==> images/congestion.png <==
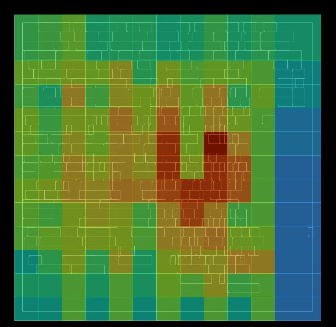
==> images/layer_met1.png <==
Supply wires on this layer in gray.
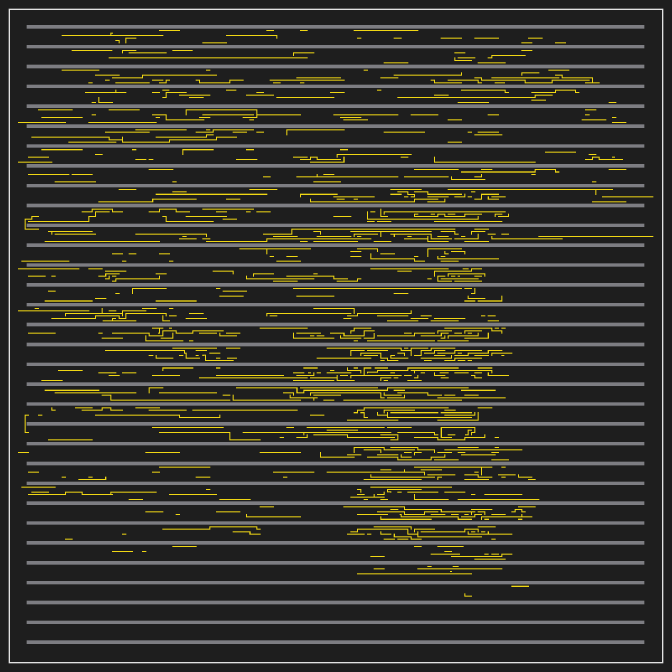
===== config.mk =====
export PLATFORM = sky130hd
export DESIGN_NAME = i2c_responder
export DESIGN_NICKNAME = d
export VERILOG_FILES = /design/src/rtl/i2c_pkg.sv /design/src/rtl/i2c_line_filter.sv /design/src/rtl/i2c_responder.sv
export SDC_FILE = /design/constraint.sdc
export NUM_CORES = 1
export LEC_CHECK = 0
export CORE_MARGIN = 2
export CORE_UTILIZATION = 40
export DETAILED_ROUTE_END_ITERATION = 10
export PLACE_DENSITY = 0.64
export SYNTH_ARGS = -nofsm -noshare
export SYNTH_HDL_FRONTEND = slang
export SYNTH_SLANG_ARGS = --single-unit

===== constraint.sdc =====
create_clock -name clk -period 2.39 [get_ports clk]
set_input_delay 0.3585 -clock clk [delete_from_list [all_inputs] [get_ports clk]]
set_output_delay 0.3585 -clock clk [all_outputs]
set_load 0.02 [all_outputs]

===== src/rtl/i2c_pkg.sv =====
// i2c_pkg
//   Shared definitions for the I2C responder: the protocol state
//   enumeration, R/W bit values and ACK/NACK line levels.
package i2c_pkg;

    typedef enum logic [3:0] {
        IDLE,
        ADDR,
        ADDR_ACK,
        PTR,
        PTR_ACK,
        WDATA,
        WDATA_ACK,
        RDATA,
        RDATA_ACK,
        WAIT_STOP
    } i2c_state_t;

    localparam logic I2C_RW_WRITE = 1'b0;
    localparam logic I2C_RW_READ  = 1'b1;

    localparam logic ACK  = 1'b0;
    localparam logic NACK = 1'b1;

endpackage


===== src/rtl/i2c_line_filter.sv =====
// i2c_line_filter
//   Conditions one asynchronous open-drain bus line: two-flop synchroniser
//   followed by a 3-sample majority vote, so single-cycle glitches never
//   reach the protocol logic.
// Ports:
//   clk      system clock
//   rst      asynchronous active-high reset (line assumed idle-high)
//   line_raw asynchronous bus level
//   level    filtered level
//   rise     one-cycle pulse when the filtered level goes 0 -> 1
//   fall     one-cycle pulse when the filtered level goes 1 -> 0
module i2c_line_filter (
    input  logic clk,
    input  logic rst,
    input  logic line_raw,
    output logic level,
    output logic rise,
    output logic fall
);

    logic       sync_p0;
    logic       sync_p1;
    logic [2:0] hist;
    logic       level_q;

    function automatic logic majority3(input logic [2:0] v);
        return (v[0] & v[1]) | (v[0] & v[2]) | (v[1] & v[2]);
    endfunction

    // Flops reset to the idle-high bus level so leaving reset never
    // produces a spurious edge.
    always_ff @(posedge clk or posedge rst) begin
        if (rst) begin
            sync_p0 <= 1'b1;
            sync_p1 <= 1'b1;
            hist    <= 3'b111;
            level_q <= 1'b1;
        end else begin
            sync_p0 <= line_raw;
            sync_p1 <= sync_p0;
            hist    <= {hist[1:0], sync_p1};
            level_q <= level;
        end
    end

    assign level = majority3(hist);
    assign rise  = level & ~level_q;
    assign fall  = ~level & level_q;

endmodule


===== src/rtl/i2c_responder.sv =====
// i2c_responder
//   I2C target giving a bus master read/write access to a small external
//   register bank through a byte pointer that auto-increments.
//   Write frame: START, addr+W, pointer, data..., STOP.
//   Read frame:  START, addr+W, pointer, Sr, addr+R, data..., STOP.
// Ports:
//   clk      system clock (>= 16x SCL)
//   rst      asynchronous active-high reset
//   scl_i    bus SCL (async)
//   sda_i    bus SDA (async)
//   sda_t    SDA tristate: 0 = pull low, 1 = release
//   scl_t    SCL tristate, always released (no clock stretching)
//   wr_en    one-cycle register write strobe
//   wr_addr  register index of the write
//   wr_data  register write data
//   rd_addr  current register pointer
//   rd_data  register contents at rd_addr (valid within one cycle)
//   busy     high from an address match until STOP
module i2c_responder #(
    parameter logic [6:0] DEV_ADDR = 7'h3C,
    parameter int         PTR_W    = 4
) (
    input  logic             clk,
    input  logic             rst,
    input  logic             scl_i,
    input  logic             sda_i,
    output logic             sda_t,
    output logic             scl_t,
    output logic             wr_en,
    output logic [PTR_W-1:0] wr_addr,
    output logic [7:0]       wr_data,
    output logic [PTR_W-1:0] rd_addr,
    input  logic [7:0]       rd_data,
    output logic             busy
);
    import i2c_pkg::*;

    logic scl_lvl, scl_rise, scl_fall;
    logic sda_lvl, sda_rise, sda_fall;
    logic start_det, stop_det;

    i2c_state_t       state, state_nxt;
    logic [3:0]       bit_cnt, bit_cnt_nxt;
    logic [6:0]       shreg, shreg_nxt;
    logic [7:0]       tx_byte, tx_nxt;
    logic [7:0]       rx_byte;
    logic             rw, rw_nxt;
    logic             sda_t_nxt, wr_en_nxt, busy_nxt;
    logic [PTR_W-1:0] rd_addr_nxt, wr_addr_nxt;
    logic [7:0]       wr_data_nxt;

    i2c_line_filter u_scl_filt (
        .clk      (clk),
        .rst      (rst),
        .line_raw (scl_i),
        .level    (scl_lvl),
        .rise     (scl_rise),
        .fall     (scl_fall)
    );

    i2c_line_filter u_sda_filt (
        .clk      (clk),
        .rst      (rst),
        .line_raw (sda_i),
        .level    (sda_lvl),
        .rise     (sda_rise),
        .fall     (sda_fall)
    );

    assign start_det = sda_fall & scl_lvl;
    assign stop_det  = sda_rise & scl_lvl;
    assign scl_t     = 1'b1;

    always_ff @(posedge clk or posedge rst) begin
        if (rst) begin
            state   <= IDLE;
            bit_cnt <= '0;
            shreg   <= '0;
            tx_byte <= '1;
            rw      <= I2C_RW_WRITE;
            sda_t   <= 1'b1;
            wr_en   <= 1'b0;
            wr_addr <= '0;
            wr_data <= '0;
            rd_addr <= '0;
            busy    <= 1'b0;
        end else begin
            state   <= state_nxt;
            bit_cnt <= bit_cnt_nxt;
            shreg   <= shreg_nxt;
            tx_byte <= tx_nxt;
            rw      <= rw_nxt;
            sda_t   <= sda_t_nxt;
            wr_en   <= wr_en_nxt;
            wr_addr <= wr_addr_nxt;
            wr_data <= wr_data_nxt;
            rd_addr <= rd_addr_nxt;
            busy    <= busy_nxt;
        end
    end

    // bit_cnt counts SCL rising edges within a byte. In the ACK states it
    // is 8 before the 9th clock and 9 after it, which separates the falling
    // edge that starts the ACK slot from the one that ends it.
    always_comb begin
        state_nxt   = state;
        bit_cnt_nxt = bit_cnt;
        shreg_nxt   = shreg;
        tx_nxt      = tx_byte;
        rw_nxt      = rw;
        sda_t_nxt   = sda_t;
        wr_en_nxt   = 1'b0;
        wr_addr_nxt = wr_addr;
        wr_data_nxt = wr_data;
        rd_addr_nxt = rd_addr;
        busy_nxt    = busy;
        rx_byte     = {shreg, sda_lvl};

        if (stop_det) begin
            state_nxt = IDLE;
            busy_nxt  = 1'b0;
            sda_t_nxt = 1'b1;
        end else if (start_det) begin
            state_nxt   = ADDR;
            bit_cnt_nxt = '0;
            sda_t_nxt   = 1'b1;
        end else begin
            case (state)
                IDLE, WAIT_STOP: sda_t_nxt = 1'b1;

                ADDR, PTR, WDATA: begin
                    if (scl_rise) begin
                        shreg_nxt   = rx_byte[6:0];
                        bit_cnt_nxt = bit_cnt + 4'd1;
                        if (bit_cnt == 4'd7) begin
                            if (state == ADDR) begin
                                if (rx_byte[7:1] == DEV_ADDR) begin
                                    busy_nxt  = 1'b1;
                                    rw_nxt    = rx_byte[0];
                                    state_nxt = ADDR_ACK;
                                end else begin
                                    state_nxt = WAIT_STOP;
                                end
                            end else if (state == PTR) begin
                                rd_addr_nxt = rx_byte[PTR_W-1:0];
                                state_nxt   = PTR_ACK;
                            end else begin
                                wr_en_nxt   = 1'b1;
                                wr_addr_nxt = rd_addr;
                                wr_data_nxt = rx_byte;
                                rd_addr_nxt = rd_addr + PTR_W'(1);
                                state_nxt   = WDATA_ACK;
                            end
                        end
                    end
                end

                ADDR_ACK, PTR_ACK, WDATA_ACK: begin
                    if (scl_rise && bit_cnt == 4'd8)
                        bit_cnt_nxt = 4'd9;
                    if (scl_fall) begin
                        if (bit_cnt == 4'd8) begin
                            sda_t_nxt = ACK;
                        end else if (bit_cnt == 4'd9) begin
                            bit_cnt_nxt = '0;
                            if (state == ADDR_ACK && rw == I2C_RW_READ) begin
                                state_nxt = RDATA;
                                sda_t_nxt = rd_data[7];
                                tx_nxt    = {rd_data[6:0], 1'b1};
                            end else begin
                                sda_t_nxt = 1'b1;
                                state_nxt = (state == ADDR_ACK) ? PTR : WDATA;
                            end
                        end
                    end
                end

                RDATA: begin
                    if (scl_rise)
                        bit_cnt_nxt = bit_cnt + 4'd1;
                    if (scl_fall) begin
                        if (bit_cnt == 4'd8) begin
                            sda_t_nxt = 1'b1;
                            state_nxt = RDATA_ACK;
                        end else begin
                            sda_t_nxt = tx_byte[7];
                            tx_nxt    = {tx_byte[6:0], 1'b1};
                        end
                    end
                end

                // The pointer advances on the master's ACK so rd_data has
                // settled by the falling edge that loads the next byte.
                RDATA_ACK: begin
                    if (scl_rise && bit_cnt == 4'd8) begin
                        if (sda_lvl == ACK) begin
                            rd_addr_nxt = rd_addr + PTR_W'(1);
                            bit_cnt_nxt = 4'd9;
                        end else begin
                            state_nxt = WAIT_STOP;
                        end
                    end
                    if (scl_fall && bit_cnt == 4'd9) begin
                        bit_cnt_nxt = '0;
                        state_nxt   = RDATA;
                        sda_t_nxt   = rd_data[7];
                        tx_nxt      = {rd_data[6:0], 1'b1};
                    end
                end

                default: begin
                    state_nxt = IDLE;
                    sda_t_nxt = 1'b1;
                end
            endcase
        end
    end

endmodule


==> flow_summary.yaml <==
# flow metrics
status:
  status: "completed"
sta:
  fmax_mhz: 444
  grt_setup_unrepaired: "no"
  post-route-period-util_pct: 94.2
  period_needed_ns: 2.25
  setup_ws_ns: 0.139
  worst_slew_pin_slew_ns: 0.537
  setup_tns_ns: 0
synth:
  synth_area_per_cell_um2: 11.1
  synth_area_um2: 2910
  synth_flops: 54
  synth-xor-area-share_pct: 1.20
  synth_nets: 278
  top_cells_by_area: "dfrtp_1 29%, dfstp_2 18%, mux2_2 13%"
  adder_share_pct: 2.58
  top_area_share_pct: 29.2
  flop_cell: "dfrtp_1"
  muxShareOfSynthArea_pct: 15.3
  yosysUniqueCellTypes: 65
  ys_area_um2: 2910
  synthArstFlopShare_pct: 100
  compound_area_share_pct: 12.5
  largest_area_cell: "dfrtp_1"
floorplanning:
  core_area_um2: 7140
  dieArea_um2: 7980
  fp.dieH_um: 89.4
  fp_util_pct: 40.8
detailed_routing:
  routed.top_layer: "met4"
  route.vias.total: 2118
  wl_met3_um: 316
  met2WireLength_mm: 3.02
  firstDrtPassIters: 4
  drt_iter0_drc: 158
  ant_nets: 0
  drc_errors: 0
setup_path:
  setup.worst_path.end: "state[1]"
  crit-reg2reg-launch: "bit_cnt[0]"
  crit_required_ns: 2.58
  critPathCaptureType: "register"
  critical-path-max-stage-delay_ns: 0.45
  reg2regPathDepth: 8
  r2r_end: "state[1]"
  crit_path_cell_trace: "inv_1 -> ha_1 -> nand3b_1 -> nor2_1 -> a211oi_1 -> a311oi_1 -> a32oi_2 -> mux2_1"
  critPathBufInv: 1
  path_max_fanout: 6
  critical_path_depth: 8
  worst-setup-path-type: "reg2reg"
clock_network:
  ctsResizeCount: 0
  root_buffer: "clkbuf_8"
  cts_made_buffers: 5
  clkTransAtPathRegs_ns: 0.10
  cts_max_level: 2
  cts_tree: "yes"
  clock_sink_count: 54
global_routing:
  antenna_found_initial: 0
  overflow: 0
  grt_pass1_vias: 2116
  top_usage_layer: "met2"
  grtUsageMet3_pct: 3.88
  grtUsageTotal_pct: 16.7
finish:
  final_nets: 317
  lay_top_cells: "34 x mux2_2, 34 x dfrtp_1, 30 x clkdlybuf4s50_1"
power_and_ir_drop:
  power.density_nw_per_um2: 701
  p_total_uw: 2440
  peakVddDrop_v: 0.000435
place:
  numPlacedInstances: 393
  dp_slack_ns: 0.167
hold_path:
  min_path_type: "in2async"
run:
  drv_cap: 0
-- congestion.png (at the start) --
DR WL/cell: 15.4 um
met2 usage: 26.9%
final core utilization: 48.7%
met1 capacity usage during global routing: 22.2%

-- layer_met1.png (at the start) --
main direction: horizontal
wire length on this layer: 2710 um
longest straight run: 27.1 um

==> synth_stat cells (3+ instances only) <==
| master | number |
|---|---|
| dfrtp_1 | 34 |
| mux2_2 | 34 |
| nand2_1 | 24 |
| dfstp_2 | 20 |
| nor2_1 | 17 |
| o21ai_0 | 17 |
| a21oi_1 | 11 |
| nand3_1 | 8 |
| inv_1 | 7 |
| a31oi_1 | 5 |
| ha_1 | 4 |
| nand3b_1 | 4 |
| and3_1 | 3 |
| buf_4 | 3 |
| buf_6 | 3 |
| clkbuf_8 | 3 |
| mux2_1 | 3 |
| mux2i_1 | 3 |
| nand2b_1 | 3 |
==> layout make-up <==
type	instances	area [um2]	share of cell area, %
Multi-Input combinational cell	188	1400	40.1
Sequential cell	54	1380	39.6
Timing Repair Buffer	45	438	12.6
Tap cell	99	124	3.56
Clock buffer	5	68.8	1.98
Clock inverter	3	48.8	1.40
Inverter	7	26.3	0.756
==> logic make-up (layout without fill, tap and decap cells) <==
group,after synthesis,count (layout)
xor gates and xnor gates,4,4
adders and majority gates,6,6
other,1,1
buffers and inverters,20,60
DFF,54,54
and+or+nand+nor,82,82
AOI/OAI and AO/OA,55,55
muxes,40,40
==> sequential cells by signal (all words and copies together), names as in the netlist <==
signal / cells
wr_en: 1
u_sda_filt.level_q: 1
busy: 1
shreg: 7
rw: 1
u_scl_filt.sync_p1: 1
tx_byte: 7
u_sda_filt.sync_p0: 1
wr_data: 8
u_sda_filt.hist: 3
u_sda_filt.sync_p1: 1
rd_addr: 4
u_scl_filt.hist: 3
wr_addr: 4
bit_cnt: 4
sda_t: 1
state: 4
u_scl_filt.level_q: 1
u_scl_filt.sync_p0: 1
==> where the power goes <==
group	internal, uW	switching [uW]	leakage, uW	total [uW]
clock network	320	312	0.0000563	631
logic	303	329	0.000728	631
registers	1070	100	0.000682	1170
Power and IR drop assume default switching activity.
